run_1/m1.png
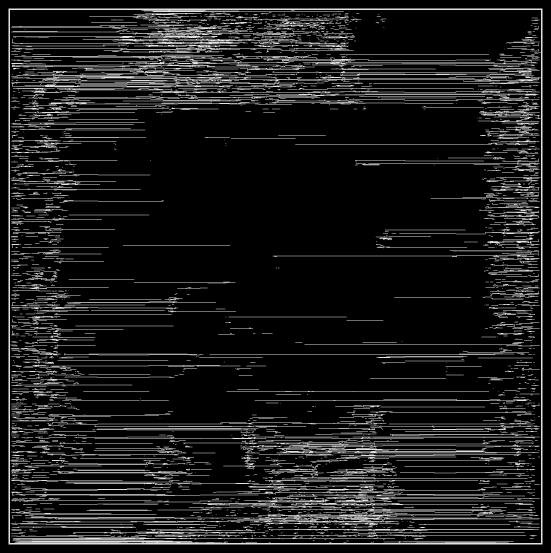
run_1/m2.png
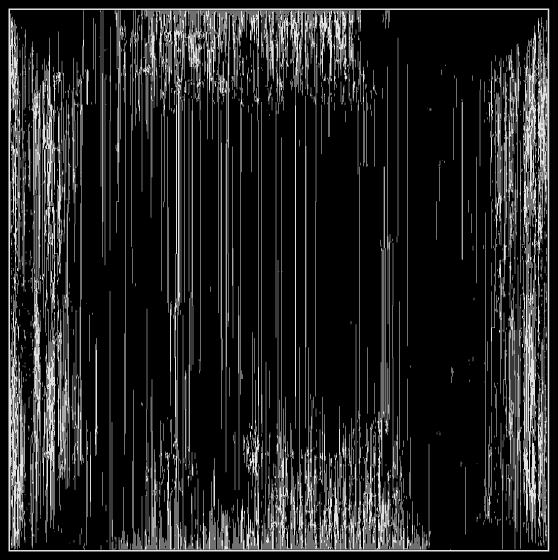
run_1/m3.png
Scale bar: 200 um. Cells faint in the background.
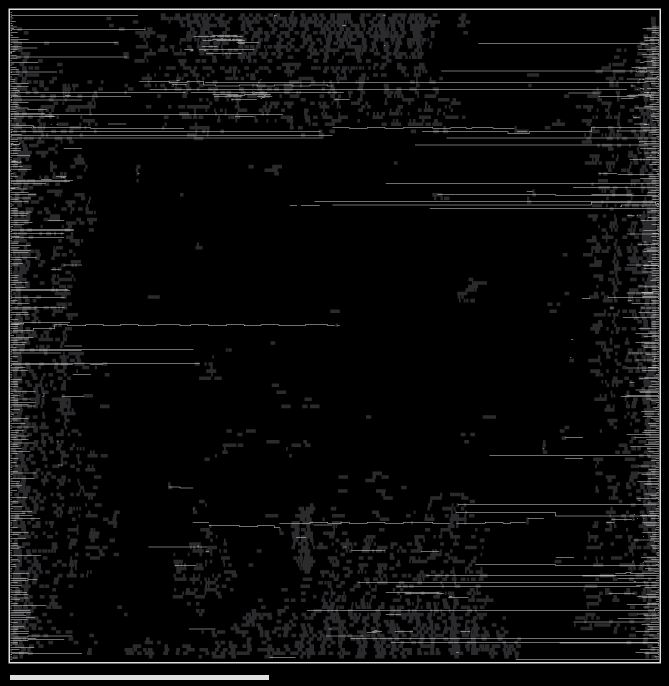
File: src/rtl/mc_arbiter.sv
// -----------------------------------------------------------------------------
// mc_arbiter
//
// Shares one memory-controller (MC) request/response port among NUM_CLIENTS
// requesters.
//
// Request path:
//   - Round-robin arbitration across the asserted cl_rq_vld bits.
//   - The winner is captured into a single-entry output slot, which drives
//     mc_rq_*. There is no combinational path from cl_rq_* to mc_rq_*.
//   - The winner's ID is prepended to its rtnctl so that the response can be
//     routed back to the right client.
//
// Response path:
//   - Purely combinational.
//   - The top ID_W bits of mc_rs_rtnctl select the destination client.
//   - The lower CL_RTNCTL_WIDTH bits are handed back to that client.
//   - A response with an out-of-range ID is dropped and sets the sticky
//     bad_id bit.
//
// Ports:
//   clk, reset            clock, synchronous active-high reset
//   cl_rq_*               flattened per-client request inputs (client i in slice i)
//   cl_rq_stall           per-client request back-pressure
//   mc_rq_*               MC request port (registered)
//   mc_rq_stall           MC request back-pressure
//   mc_rs_*               MC response inputs
//   mc_rs_stall           response back-pressure to the MC
//   cl_rs_*               per-client response outputs
//   cl_rs_stall           per-client response back-pressure
//   bad_id                sticky: a response arrived with an ID >= NUM_CLIENTS
// -----------------------------------------------------------------------------
module mc_arbiter #(
  parameter int NUM_CLIENTS     = 4,
  parameter int MC_RTNCTL_WIDTH = 32,
  parameter int ID_W            = 3,
  parameter int CL_RTNCTL_WIDTH = MC_RTNCTL_WIDTH - ID_W
) (
  input  logic                                   clk,
  input  logic                                   reset,

  input  logic [NUM_CLIENTS-1:0]                 cl_rq_vld,
  input  logic [3*NUM_CLIENTS-1:0]               cl_rq_cmd,
  input  logic [4*NUM_CLIENTS-1:0]               cl_rq_scmd,
  input  logic [2*NUM_CLIENTS-1:0]               cl_rq_size,
  input  logic [48*NUM_CLIENTS-1:0]              cl_rq_vadr,
  input  logic [64*NUM_CLIENTS-1:0]              cl_rq_data,
  input  logic [CL_RTNCTL_WIDTH*NUM_CLIENTS-1:0] cl_rq_rtnctl,
  output logic [NUM_CLIENTS-1:0]                 cl_rq_stall,

  output logic                                   mc_rq_vld,
  output logic [2:0]                             mc_rq_cmd,
  output logic [3:0]                             mc_rq_scmd,
  output logic [47:0]                            mc_rq_vadr,
  output logic [1:0]                             mc_rq_size,
  output logic [MC_RTNCTL_WIDTH-1:0]             mc_rq_rtnctl,
  output logic [63:0]                            mc_rq_data,
  output logic                                   mc_rq_flush,
  input  logic                                   mc_rq_stall,

  input  logic                                   mc_rs_vld,
  input  logic [2:0]                             mc_rs_cmd,
  input  logic [3:0]                             mc_rs_scmd,
  input  logic [MC_RTNCTL_WIDTH-1:0]             mc_rs_rtnctl,
  input  logic [63:0]                            mc_rs_data,
  output logic                                   mc_rs_stall,

  output logic [NUM_CLIENTS-1:0]                 cl_rs_vld,
  output logic [3*NUM_CLIENTS-1:0]               cl_rs_cmd,
  output logic [4*NUM_CLIENTS-1:0]               cl_rs_scmd,
  output logic [CL_RTNCTL_WIDTH*NUM_CLIENTS-1:0] cl_rs_rtnctl,
  output logic [64*NUM_CLIENTS-1:0]              cl_rs_data,
  input  logic [NUM_CLIENTS-1:0]                 cl_rs_stall,

  output logic                                   bad_id
);

  localparam int              LG_W   = $clog2(NUM_CLIENTS);
  localparam logic [LG_W:0]   NC_LG  = (LG_W+1)'(NUM_CLIENTS);
  localparam logic [ID_W:0]   NC_ID  = (ID_W+1)'(NUM_CLIENTS);
  localparam logic [LG_W-1:0] LAST_C = LG_W'(NUM_CLIENTS - 1);

  // ---------------------------------------------------------------------------
  // State
  // ---------------------------------------------------------------------------
  logic                       slot_vld_q,    slot_vld_d;
  logic [2:0]                 slot_cmd_q,    slot_cmd_d;
  logic [3:0]                 slot_scmd_q,   slot_scmd_d;
  logic [1:0]                 slot_size_q,   slot_size_d;
  logic [47:0]                slot_vadr_q,   slot_vadr_d;
  logic [63:0]                slot_data_q,   slot_data_d;
  logic [MC_RTNCTL_WIDTH-1:0] slot_rtnctl_q, slot_rtnctl_d;
  logic [LG_W-1:0]            last_grant_q,  last_grant_d;
  logic                       bad_id_q,      bad_id_d;

  // ---------------------------------------------------------------------------
  // Arbitration
  // ---------------------------------------------------------------------------
  logic                       slot_load_ok;
  logic                       grant_found;
  logic [LG_W-1:0]            grant_idx;
  logic [LG_W:0]              cand;
  logic                       accept;

  // Winner's request fields, selected from the flattened inputs
  logic [2:0]                 sel_cmd;
  logic [3:0]                 sel_scmd;
  logic [1:0]                 sel_size;
  logic [47:0]                sel_vadr;
  logic [63:0]                sel_data;
  logic [CL_RTNCTL_WIDTH-1:0] sel_rtnctl;

  // The slot can take a new entry if it is empty, or if its current
  // occupant leaves for the MC in this same cycle.
  assign slot_load_ok = !slot_vld_q || !mc_rq_stall;

  always_comb begin
    grant_found = 1'b0;
    grant_idx   = last_grant_q;
    cand        = '0;
    // Scan from last_grant+1 upward. The candidate index wraps back to 0
    // after NUM_CLIENTS-1.
    for (int k = 1; k <= NUM_CLIENTS; k++) begin
      cand = {1'b0, last_grant_q} + (LG_W+1)'(k);
      if (cand >= NC_LG) begin
        cand = cand - NC_LG;
      end
      if (!grant_found && cl_rq_vld[cand[LG_W-1:0]]) begin
        grant_found = 1'b1;
        grant_idx   = cand[LG_W-1:0];
      end
    end
  end

  assign accept = slot_load_ok && grant_found && !reset;

  always_comb begin
    cl_rq_stall = '1;
    if (accept) begin
      cl_rq_stall[grant_idx] = 1'b0;
    end
  end

  always_comb begin
    sel_cmd    = '0;
    sel_scmd   = '0;
    sel_size   = '0;
    sel_vadr   = '0;
    sel_data   = '0;
    sel_rtnctl = '0;
    for (int i = 0; i < NUM_CLIENTS; i++) begin
      if (grant_idx == LG_W'(i)) begin
        sel_cmd    = cl_rq_cmd[i*3 +: 3];
        sel_scmd   = cl_rq_scmd[i*4 +: 4];
        sel_size   = cl_rq_size[i*2 +: 2];
        sel_vadr   = cl_rq_vadr[i*48 +: 48];
        sel_data   = cl_rq_data[i*64 +: 64];
        sel_rtnctl = cl_rq_rtnctl[i*CL_RTNCTL_WIDTH +: CL_RTNCTL_WIDTH];
      end
    end
  end

  // ---------------------------------------------------------------------------
  // Response routing
  // ---------------------------------------------------------------------------
  logic [ID_W-1:0] rs_id;
  logic            rs_id_ok;

  assign rs_id    = mc_rs_rtnctl[MC_RTNCTL_WIDTH-1 -: ID_W];
  assign rs_id_ok = ({1'b0, rs_id} < NC_ID);

  // Only IDs of existing clients have a match in this loop. An out-of-range
  // ID therefore raises no valid, and mc_rs_stall stays low, so the MC
  // drains the stray response.
  always_comb begin
    cl_rs_vld   = '0;
    mc_rs_stall = 1'b0;
    for (int i = 0; i < NUM_CLIENTS; i++) begin
      if (rs_id == ID_W'(i)) begin
        cl_rs_vld[i] = mc_rs_vld;
        mc_rs_stall  = cl_rs_stall[i];
      end
    end
  end

  // Payload is broadcast to every client; only the client with cl_rs_vld
  // set consumes it.
  assign cl_rs_cmd    = {NUM_CLIENTS{mc_rs_cmd}};
  assign cl_rs_scmd   = {NUM_CLIENTS{mc_rs_scmd}};
  assign cl_rs_data   = {NUM_CLIENTS{mc_rs_data}};
  assign cl_rs_rtnctl = {NUM_CLIENTS{mc_rs_rtnctl[CL_RTNCTL_WIDTH-1:0]}};

  // ---------------------------------------------------------------------------
  // Next state
  // ---------------------------------------------------------------------------
  always_comb begin
    slot_vld_d    = slot_vld_q;
    slot_cmd_d    = slot_cmd_q;
    slot_scmd_d   = slot_scmd_q;
    slot_size_d   = slot_size_q;
    slot_vadr_d   = slot_vadr_q;
    slot_data_d   = slot_data_q;
    slot_rtnctl_d = slot_rtnctl_q;
    last_grant_d  = last_grant_q;
    bad_id_d      = bad_id_q | (mc_rs_vld & ~rs_id_ok);

    if (accept) begin
      slot_vld_d    = 1'b1;
      slot_cmd_d    = sel_cmd;
      slot_scmd_d   = sel_scmd;
      slot_size_d   = sel_size;
      slot_vadr_d   = sel_vadr;
      slot_data_d   = sel_data;
      slot_rtnctl_d = {ID_W'(grant_idx), sel_rtnctl};
      last_grant_d  = grant_idx;
    end else if (slot_vld_q && !mc_rq_stall) begin
      slot_vld_d = 1'b0;
    end
  end

  always_ff @(posedge clk) begin
    if (reset) begin
      slot_vld_q    <= 1'b0;
      slot_cmd_q    <= '0;
      slot_scmd_q   <= '0;
      slot_size_q   <= '0;
      slot_vadr_q   <= '0;
      slot_data_q   <= '0;
      slot_rtnctl_q <= '0;
      last_grant_q  <= LAST_C;
      bad_id_q      <= 1'b0;
    end else begin
      slot_vld_q    <= slot_vld_d;
      slot_cmd_q    <= slot_cmd_d;
      slot_scmd_q   <= slot_scmd_d;
      slot_size_q   <= slot_size_d;
      slot_vadr_q   <= slot_vadr_d;
      slot_data_q   <= slot_data_d;
      slot_rtnctl_q <= slot_rtnctl_d;
      last_grant_q  <= last_grant_d;
      bad_id_q      <= bad_id_d;
    end
  end

  // ---------------------------------------------------------------------------
  // Outputs
  // ---------------------------------------------------------------------------
  assign mc_rq_vld    = slot_vld_q;
  assign mc_rq_cmd    = slot_cmd_q;
  assign mc_rq_scmd   = slot_scmd_q;
  assign mc_rq_size   = slot_size_q;
  assign mc_rq_vadr   = slot_vadr_q;
  assign mc_rq_data   = slot_data_q;
  assign mc_rq_rtnctl = slot_rtnctl_q;
  assign mc_rq_flush  = 1'b0;
  assign bad_id       = bad_id_q;

endmodule

File: config.mk
export PLATFORM = sky130hd
export DESIGN_NAME = mc_arbiter
export DESIGN_NICKNAME = d
export VERILOG_FILES = /design/src/rtl/mc_arbiter.sv
export SDC_FILE = /design/constraint.sdc
export NUM_CORES = 1
export LEC_CHECK = 0
export ABC_AREA = 1
export CAP_MARGIN = 40
export CORE_AREA = 2 2 499 501
export CTS_BUF_LIST = sky130_fd_sc_hd__clkbuf_2
export CTS_CLUSTER_SIZE = 25
export DETAILED_ROUTE_END_ITERATION = 8
export DIE_AREA = 0 0 501 503
export GPL_TIMING_DRIVEN = 0
export PLACE_DENSITY = 0.3
export SLEW_MARGIN = 20
export SYNTH_ARGS = -nofsm -noshare
export SYNTH_HDL_FRONTEND = slang
export SYNTH_SLANG_ARGS = --single-unit
File: constraint.sdc
create_clock -name clk -period 2.75 [get_ports clk]
set_input_delay 0.55 -clock clk [delete_from_list [all_inputs] [get_ports clk]]
set_output_delay 0.55 -clock clk [all_outputs]
set_load 0.02 [all_outputs]
==> run_results.csv, run 1 <==
group,metric,value,unit
power_and_ir_drop,vdd_drop_max,0.764,mV
yosys,yosysWarnings,0,
sta,final_hold_viol_count,0,
worst_setup_path,crit_chain,"inv_2 > nand2_1 > nand2_4 > nand2_4 > nand2_4 > nor2_4 > buf_4 > nand4_1 > buf_6 > nand2_8 > buf_4 > nor2_2 > buf_6 > nand2_1 > buf_2",
worst_setup_path,cp.arrival,3.32,ns
cells_and_area,fillCellCount,28395,
detailed_routing,drc,0,
worst_setup_path,path_depth,15,
yosys,logic_family,"simple AND/OR/NAND/NOR gates",
sta,maxSlewViolCount,0,
worst_setup_path,critPathLaunchType,"register",
worst_hold_path,holdCritStartpoint,"cl_rq_cmd[8]",
power_and_ir_drop,p_comb_share,87.2,%
worst_setup_path,crit_type,"register to primary output",
detailed_routing,routedWlPerCell,23.2,um
global_route,grt_max_degree,19,
cells_and_area,logic_area,7320,um2
sta,finalClockSkew,0.0811,ns
yosys,syn_area,14100,um2
sta,fin_setup_tns,-4.40,ns
outcome,status,"finished with violations",
sta,fin_ws,-1.12,ns
power_and_ir_drop,seqPwrFrac,9.3,%
clocking,htreeDepth,4,
cells_and_area,buffers_excl_clock,2416,
clocking,root_buffer,"clkbuf_2",
sta,final-setup-viol-count,4,
yosys,ff_type,"dfxtp_1",
sta,slew_headroom,27.0,%
detailed_routing,wl_met3,14800,um
cells_and_area,lay_top_cells,"clkdlybuf4s50_1, dlygate4sd3_1, buf_4, nand2_1, nand3_1",
placed_design,port_buffers,1176,
worst_hold_path,hold_class,"input port to register",
power_and_ir_drop,powerClk,1.61,mW
worst_setup_path,reg2reg_depth,21,
die,die_h,503,um
worst_setup_path,setup.worst_path.end,"cl_rq_stall[3]",
yosys,synth_top_cell_by_count,"nand2_1",
global_route,met1_usage,14.4,%
flow_run,tool_warnings,29,
clocking,cts_sinks,156,
yosys,async_reset_ff_share,0,%
yosys,yosys.stat.seqShare,22.1,%
clocking,cts_resized,1331,
sta,layout_min_cycle_time,3.87,ns
worst_setup_path,slowest_delay,0.43,ns
outcome,violations,"negative setup slack",
worst_setup_path,path_common_cell,"nand2_4",
clocking,cts_made_buffers,17,
## Picture notes: m1.png
longest straight run: 260 um
nets with wire on the layer: 4296
share of all routed wire: 39%
wire length on this layer: 67.5 mm
main direction: horizontal

## Picture notes: m2.png
share of all routed wire: 50%
nets with wire on the layer: 4052
main direction: vertical
wire length on this layer: 86.6 mm
longest straight run: 356 um
Routed Wire Length: 172000 um
met2 Use GR: 23.7%
Via Count: 22258

## Picture notes: m3.png
main direction: horizontal
longest straight run: 368 um
wire length on this layer: 14800 um
nets with wire on the layer: 825
met3 Usage GRT: 4.53%

run_1/m4.png
Scale bar: 200 um.
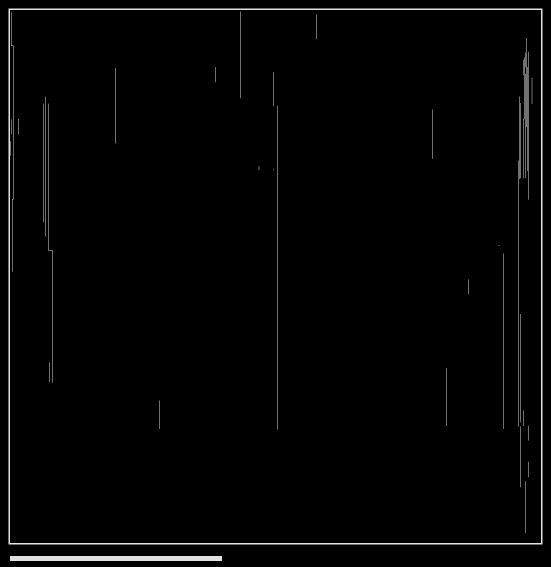

## Run 2: what changed since run 1
CTS_BUF_LIST = sky130_fd_sc_hd__clkbuf_16   (was sky130_fd_sc_hd__clkbuf_2)
run_2/m4.png
Scale bar: 200 um.
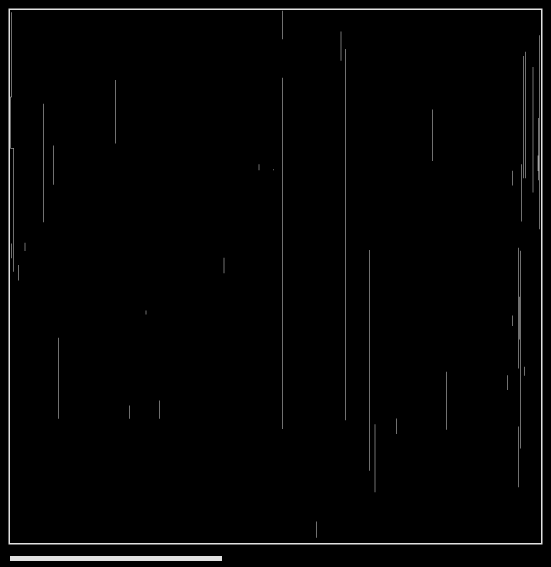
nets with wire on the layer: 35
wire length on this layer: 2860 um
longest straight run: 350 um
main direction: vertical
share of all routed wire: 1.7%

==> run_results.csv, run 2 <==
group,metric,value,unit
worst_hold_path,holdCritStartpoint,"mc_rq_vadr[0]$_SDFFE_PP0P_",
yosys,yosysWarnings,0,
yosys,logic_family,"simple AND/OR/NAND/NOR gates",
sta,fin_ws,-0.347,ns
yosys,async_reset_ff_share,0,%
cells_and_area,buffers_excl_clock,1826,
sta,final-setup-viol-count,93,
power_and_ir_drop,p_comb_share,86.7,%
worst_hold_path,hold_class,"register to register",
worst_setup_path,critPathLaunchType,"input port",
worst_setup_path,crit_type,"input port to primary output",
global_route,grt_max_degree,17,
sta,fin_setup_tns,-16.45,ns
yosys,synth_top_cell_by_count,"nand2_1",
power_and_ir_drop,seqPwrFrac,8.0,%
worst_setup_path,cp.arrival,2.55,ns
cells_and_area,logic_area,7940,um2
sta,maxSlewViolCount,0,
global_route,use_met2,23.8,%
sta,slew_headroom,49.6,%
outcome,violations,"negative setup slack",
placed_design,port_buffers,1176,
power_and_ir_drop,powerClk,2.64,mW
sta,layout_min_cycle_time,3.10,ns
global_route,grtUsageMet3,4.94,%
clocking,root_buffer,"clkbuf_16",
worst_setup_path,reg2reg_depth,22,
cells_and_area,lay_top_cells,"clkdlybuf4s50_1, buf_4, nand2_1, nand3_1, dfxtp_1",
detailed_routing,wl_met3,15700,um
yosys,syn_area,14100,um2
outcome,status,"finished with violations",
power_and_ir_drop,vdd_drop_max,0.856,mV
worst_setup_path,crit_chain,"clkdlybuf4s50_1 > nand2_1 > nand2_1 > nand2_1 > nand2_2 > nor2_4 > nand3_4 > nand2_8 > nor2_4 > buf_12 > buf_16 > buf_12 > nand2_4 > buf_6",
run_2/m3.png
Scale bar: 200 um. Cells faint in the background.
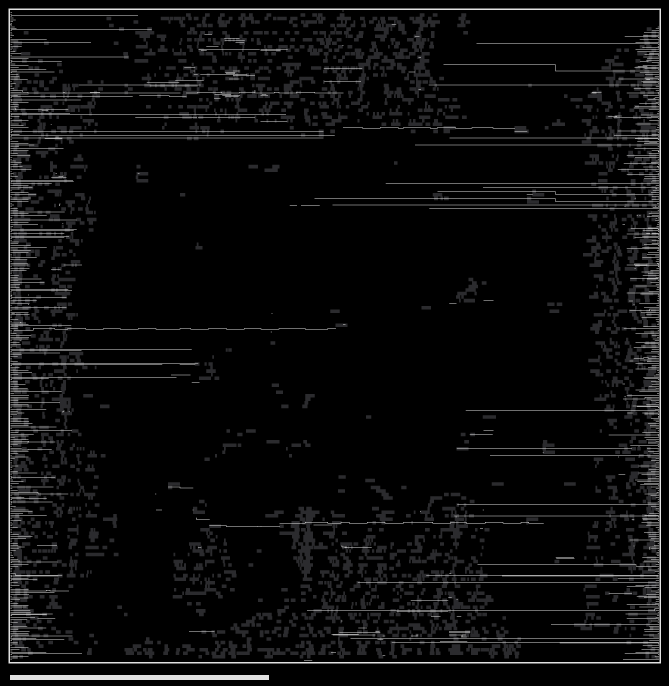
Routed Wire Length: 173000 um
Via Count: 20201

